==> src/rtl/rv32_pkg.sv <==
// Shared encodings for the RV32I multi-cycle core control path.
package rv32_pkg;

  // Major opcodes, instr[6:0]
  localparam logic [6:0] OPC_R      = 7'b0110011;
  localparam logic [6:0] OPC_I_ALU  = 7'b0010011;
  localparam logic [6:0] OPC_LOAD   = 7'b0000011;
  localparam logic [6:0] OPC_STORE  = 7'b0100011;
  localparam logic [6:0] OPC_BRANCH = 7'b1100011;
  localparam logic [6:0] OPC_JAL    = 7'b1101111;
  localparam logic [6:0] OPC_JALR   = 7'b1100111;
  localparam logic [6:0] OPC_LUI    = 7'b0110111;
  localparam logic [6:0] OPC_AUIPC  = 7'b0010111;

  // Sequencer states; encodings are visible on the debug state port
  typedef enum logic [2:0] {
    ST_FETCH  = 3'd0,
    ST_DECODE = 3'd1,
    ST_EXEC   = 3'd2,
    ST_MEM    = 3'd3,
    ST_WB     = 3'd4,
    ST_TRAP   = 3'd7
  } state_t;

  // One-hot instruction class
  typedef struct packed {
    logic r;
    logic i_alu;
    logic load;
    logic store;
    logic branch;
    logic jal;
    logic jalr;
    logic lui;
    logic auipc;
  } cls_t;

  // ALU operation select
  localparam logic [1:0] ALU_ADD   = 2'd0;
  localparam logic [1:0] ALU_CMP   = 2'd1;
  localparam logic [1:0] ALU_FUNCT = 2'd2;
  localparam logic [1:0] ALU_PASSB = 2'd3;

  // Next-PC select
  localparam logic [1:0] PC_PLUS4 = 2'd0;
  localparam logic [1:0] PC_ALU   = 2'd1;
  localparam logic [1:0] PC_JALR  = 2'd2;

  // Register-file write-back select
  localparam logic [1:0] WB_ALU = 2'd0;
  localparam logic [1:0] WB_MEM = 2'd1;
  localparam logic [1:0] WB_PC4 = 2'd2;

  // True when the class touches the unified memory port after EXEC
  function automatic logic cls_is_mem(input cls_t c);
    return c.load | c.store;
  endfunction

endpackage

==> src/rtl/mc_opcode_decode.sv <==
// Combinational major-opcode classifier: instr[6:0] -> one-hot class + illegal.
module mc_opcode_decode
  import rv32_pkg::*;
(
  input  logic [6:0] opcode,
  output cls_t       cls,
  output logic       illegal
);

  // Map each supported major opcode onto exactly one class bit
  always_comb begin
    cls = '0;
    case (opcode)
      OPC_R:      cls.r      = 1'b1;
      OPC_I_ALU:  cls.i_alu  = 1'b1;
      OPC_LOAD:   cls.load   = 1'b1;
      OPC_STORE:  cls.store  = 1'b1;
      OPC_BRANCH: cls.branch = 1'b1;
      OPC_JAL:    cls.jal    = 1'b1;
      OPC_JALR:   cls.jalr   = 1'b1;
      OPC_LUI:    cls.lui    = 1'b1;
      OPC_AUIPC:  cls.auipc  = 1'b1;
      default:    cls        = '0;
    endcase
  end

  assign illegal = ~(|cls);

endmodule

==> src/rtl/mc_control_fsm.sv <==
// Main sequencer for the multi-cycle RV32I core.
//
// state  | meaning
// -------+-------------------------------------------------------------
// FETCH  | request instruction at PC, wait for mem_ready, latch IR, PC+=4
// DECODE | classify opcode, load immediate, precompute branch target
// EXEC   | drive ALU for the class; branches resolve and retire here
// MEM    | load/store at ALU address, wait for mem_ready
// WB     | register-file write, JAL/JALR redirect PC
// TRAP   | illegal opcode seen; absorbing until reset
module mc_control_fsm
  import rv32_pkg::*;
#(
  parameter int              XLEN     = 32,
  parameter logic [XLEN-1:0] RESET_PC = '0
) (
  input  logic            clk,
  input  logic            rst,
  input  logic [31:0]     instr,
  input  logic            br_taken,
  input  logic            mem_ready,
  output logic            mem_req,
  output logic            mem_we,
  output logic            mem_addr_sel,
  output logic            ir_we,
  output logic            pc_we,
  output logic [1:0]      pc_sel,
  output logic            rf_we,
  output logic [1:0]      wb_sel,
  output logic            alu_a_sel,
  output logic            alu_b_sel,
  output logic [1:0]      alu_op,
  output logic            imm_en,
  output logic            illegal,
  output logic [2:0]      state,
  output logic [XLEN-1:0] instret,
  output logic [XLEN-1:0] pc_reset_val
);

  state_t          state_q;
  cls_t            cls_q;
  cls_t            cls_d;
  logic            dec_illegal;
  logic            illegal_q;
  logic [XLEN-1:0] instret_q;
  logic            retire;

  // Only the major opcode steers sequencing; the rest of IR feeds the datapath
  logic unused_instr_hi;
  assign unused_instr_hi = ^instr[31:7];

  mc_opcode_decode u_decode (
    .opcode  (instr[6:0]),
    .cls     (cls_d),
    .illegal (dec_illegal)
  );

  // Last cycle of an instruction: WB, store completion, or branch resolution
  assign retire = (state_q == ST_WB)
                | ((state_q == ST_MEM) & mem_ready & cls_q.store)
                | ((state_q == ST_EXEC) & cls_q.branch);

  // State sequencing, class capture at DECODE and the sticky illegal flag
  always_ff @(posedge clk or negedge rst) begin
    if (!rst) begin
      state_q   <= ST_FETCH;
      cls_q     <= '0;
      illegal_q <= 1'b0;
    end else begin
      case (state_q)
        ST_FETCH: begin
          if (mem_ready) state_q <= ST_DECODE;
        end
        ST_DECODE: begin
          cls_q <= cls_d;
          if (dec_illegal) begin
            state_q   <= ST_TRAP;
            illegal_q <= 1'b1;
          end else begin
            state_q <= ST_EXEC;
          end
        end
        ST_EXEC: begin
          if (cls_is_mem(cls_q))  state_q <= ST_MEM;
          else if (cls_q.branch)  state_q <= ST_FETCH;
          else                    state_q <= ST_WB;
        end
        ST_MEM: begin
          if (mem_ready) state_q <= cls_q.load ? ST_WB : ST_FETCH;
        end
        ST_WB: begin
          state_q <= ST_FETCH;
        end
        ST_TRAP: begin
          state_q <= ST_TRAP;
        end
        default: begin
          // Unused encodings are treated like an illegal instruction
          state_q   <= ST_TRAP;
          illegal_q <= 1'b1;
        end
      endcase
    end
  end

  // Retired-instruction counter, wraps naturally at 2^XLEN
  always_ff @(posedge clk or negedge rst) begin
    if (!rst) begin
      instret_q <= '0;
    end else if (retire) begin
      instret_q <= instret_q + XLEN'(1);
    end
  end

  // Datapath controls decoded from state and class; forced low while in reset
  // so an in-flight memory request is dropped immediately
  always_comb begin
    mem_req      = 1'b0;
    mem_we       = 1'b0;
    mem_addr_sel = 1'b0;
    ir_we        = 1'b0;
    pc_we        = 1'b0;
    pc_sel       = PC_PLUS4;
    rf_we        = 1'b0;
    wb_sel       = WB_ALU;
    alu_a_sel    = 1'b0;
    alu_b_sel    = 1'b0;
    alu_op       = ALU_ADD;
    imm_en       = 1'b0;
    if (rst) begin
      case (state_q)
        ST_FETCH: begin
          mem_req = 1'b1;
          if (mem_ready) begin
            ir_we  = 1'b1;
            pc_we  = 1'b1;
            pc_sel = PC_PLUS4;
          end
        end
        ST_DECODE: begin
          imm_en = 1'b1;
          // Branch target PC+imm is formed now and held in ALUOut for EXEC
          if (cls_d.branch) begin
            alu_a_sel = 1'b1;
            alu_b_sel = 1'b1;
            alu_op    = ALU_ADD;
          end
        end
        ST_EXEC: begin
          if (cls_q.r) begin
            alu_op = ALU_FUNCT;
          end else if (cls_q.i_alu) begin
            alu_b_sel = 1'b1;
            alu_op    = ALU_FUNCT;
          end else if (cls_is_mem(cls_q)) begin
            alu_b_sel = 1'b1;
            alu_op    = ALU_ADD;
          end else if (cls_q.branch) begin
            alu_op = ALU_CMP;
            pc_we  = br_taken;
            pc_sel = PC_ALU;
          end else if (cls_q.jal || cls_q.auipc) begin
            alu_a_sel = 1'b1;
            alu_b_sel = 1'b1;
            alu_op    = ALU_ADD;
          end else if (cls_q.jalr) begin
            alu_b_sel = 1'b1;
            alu_op    = ALU_ADD;
          end else if (cls_q.lui) begin
            alu_b_sel = 1'b1;
            alu_op    = ALU_PASSB;
          end
        end
        ST_MEM: begin
          mem_req      = 1'b1;
          mem_addr_sel = 1'b1;
          mem_we       = cls_q.store;
        end
        ST_WB: begin
          rf_we = 1'b1;
          if (cls_q.load)                  wb_sel = WB_MEM;
          else if (cls_q.jal || cls_q.jalr) wb_sel = WB_PC4;
          else                             wb_sel = WB_ALU;
          if (cls_q.jal) begin
            pc_we  = 1'b1;
            pc_sel = PC_ALU;
          end else if (cls_q.jalr) begin
            pc_we  = 1'b1;
            pc_sel = PC_JALR;
          end
        end
        default: begin
          mem_req = 1'b0;
        end
      endcase
    end
  end

  assign state        = state_q;
  assign illegal      = illegal_q;
  assign instret      = instret_q;
  assign pc_reset_val = RESET_PC;

endmodule
==> config.mk <==
export PLATFORM = sky130hd
export DESIGN_NAME = mc_control_fsm
export DESIGN_NICKNAME = d
export VERILOG_FILES = /design/src/rtl/rv32_pkg.sv /design/src/rtl/mc_opcode_decode.sv /design/src/rtl/mc_control_fsm.sv
export SDC_FILE = /design/constraint.sdc
export NUM_CORES = 1
export LEC_CHECK = 0
export CORE_MARGIN = 2
export CORE_UTILIZATION = 42
export CTS_CLUSTER_DIAMETER = 100
export DETAILED_ROUTE_END_ITERATION = 12
export PLACE_DENSITY_LB_ADDON = 0.05
export SLEW_MARGIN = 20
export SYNTH_ARGS = -nofsm -noshare
export SYNTH_HDL_FRONTEND = slang
export SYNTH_SLANG_ARGS = --single-unit
==> constraint.sdc <==
create_clock -name clk -period 2.45 [get_ports clk]
set_clock_uncertainty 0.05 [all_clocks]
set_input_delay 0.735 -clock clk [delete_from_list [all_inputs] [get_ports clk]]
set_output_delay 0.735 -clock clk [all_outputs]
set_load 0.02 [all_outputs]
==> datasheet_impl.txt <==
Implementation parameters

Parameter                              Value

Job
  Stage-log warning count    54

Yosys
  Yosys aoi share    0.100
  Total cells reported by yosys after synthesis    272
  Number of register bits inferred by synthesis    45

Placed design
  Setup slack at placement    -1.00 ns

Floorplan
  Number of top-level design ports    119

Cells and area
  Number of flip-flops under the largest register name    32
  Antenna diodes    0
  Filler cell count    527
  # nets final    413

Setup path
  Delay of the slowest cell on the worst path    0.41 ns
  Crit path cell chain    nor3b_2, buf_4, and3_4, a32oi_2, a2111oi_4, buf_4

Hold path
  Worst Hold Class    reg -> reg

STA
  Final WS setup    -0.0583 ns
  Post-layout period usage of the worst path    1.02
  Count of endpoints failing setup in the final report    3
  Number of slew-limit violations in the final report    0
  Unrepaired setup endpoints after global routing    yes

Pwr
  Power density over the cells    389 nW/µm²

GRT
  Vias in the first global route    2,129

Status
  Violations in the final reports    negative setup slack
  Result of the run    finished with violations
## area by class of cell
| class | count | share of cell area |
|---|---|---|
| Multi-Input combinational cell | 215 | 0.388 |
| Timing Repair Buffer | 105 | 0.246 |
| Clock buffer | 6 | 0.0198 |
| Clock inverter | 2 | 0.0106 |
| Sequential cell | 45 | 0.307 |
| Inverter | 4 | 0.00409 |
| Tap cell | 75 | 0.0256 |
## final timing paths
kind	from	end	slack (ns)	cells past startpoint
max reg2reg	state[2]	instret[25]	0.41	8
max	state[2]	pc_we	-0.06	6
max in group asynchronous	rst	instret[24]	1.47	3
min reg2reg	instret[31]	instret[31]	0.43	1
min	instret[31]	instret[31]	0.43	1
min in group asynchronous	rst	instret[9]	0.46	3
### Met1 routing

Supply wires on this layer in gray.
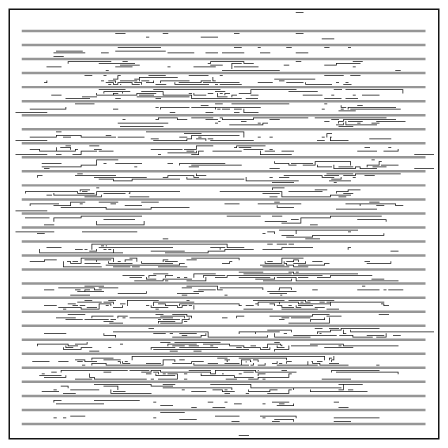
nets with wire on the layer = 313
share of all routed wire = 48%
main direction = horizontal
wire length on this layer = 2,820 µm
longest straight run = 37.3 µm
WL final: 5920 µm
Global Route met1 Usage: 0.244

### The metal 2 layer

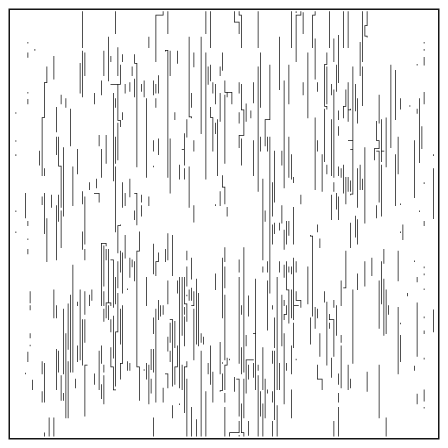
longest straight run = 30.3 µm
share of all routed wire = 46%
wire length on this layer = 2,720 µm
nets with wire on the layer = 344
met2 track demand over resource: 0.266
total vias in the final route: 2,251

### M3 wires

Scale bar: 20 µm. Cells faint in the background.
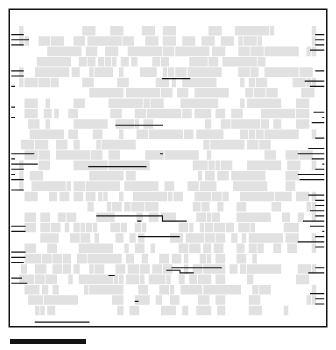
share of all routed wire = 4.7%
main direction = horizontal
met3 layer usage reported by global route: 0.0338

### Gate-type map

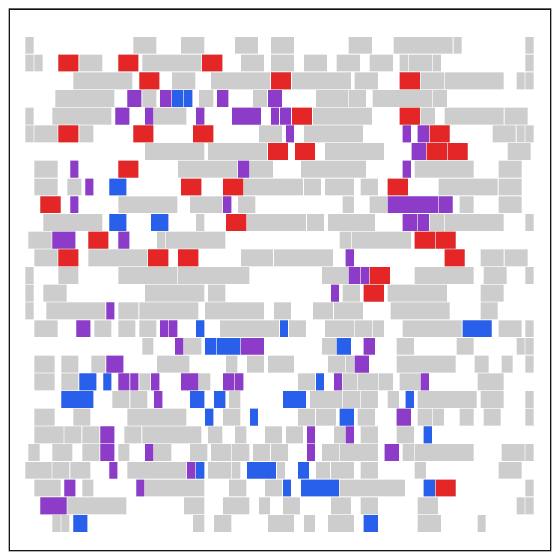
NAND gates -> purple  # cells 61
NOR gates -> blue  # cells 31
XOR/XNOR gates -> red  # cells 32
Non-Filler Instances: 452
highest-count logic cell in the final layout: sky130_fd_sc_hd__buf_4
proportion of cell area occupied by multi-input gates: 0.388

Power and IR drop assume default switching activity.
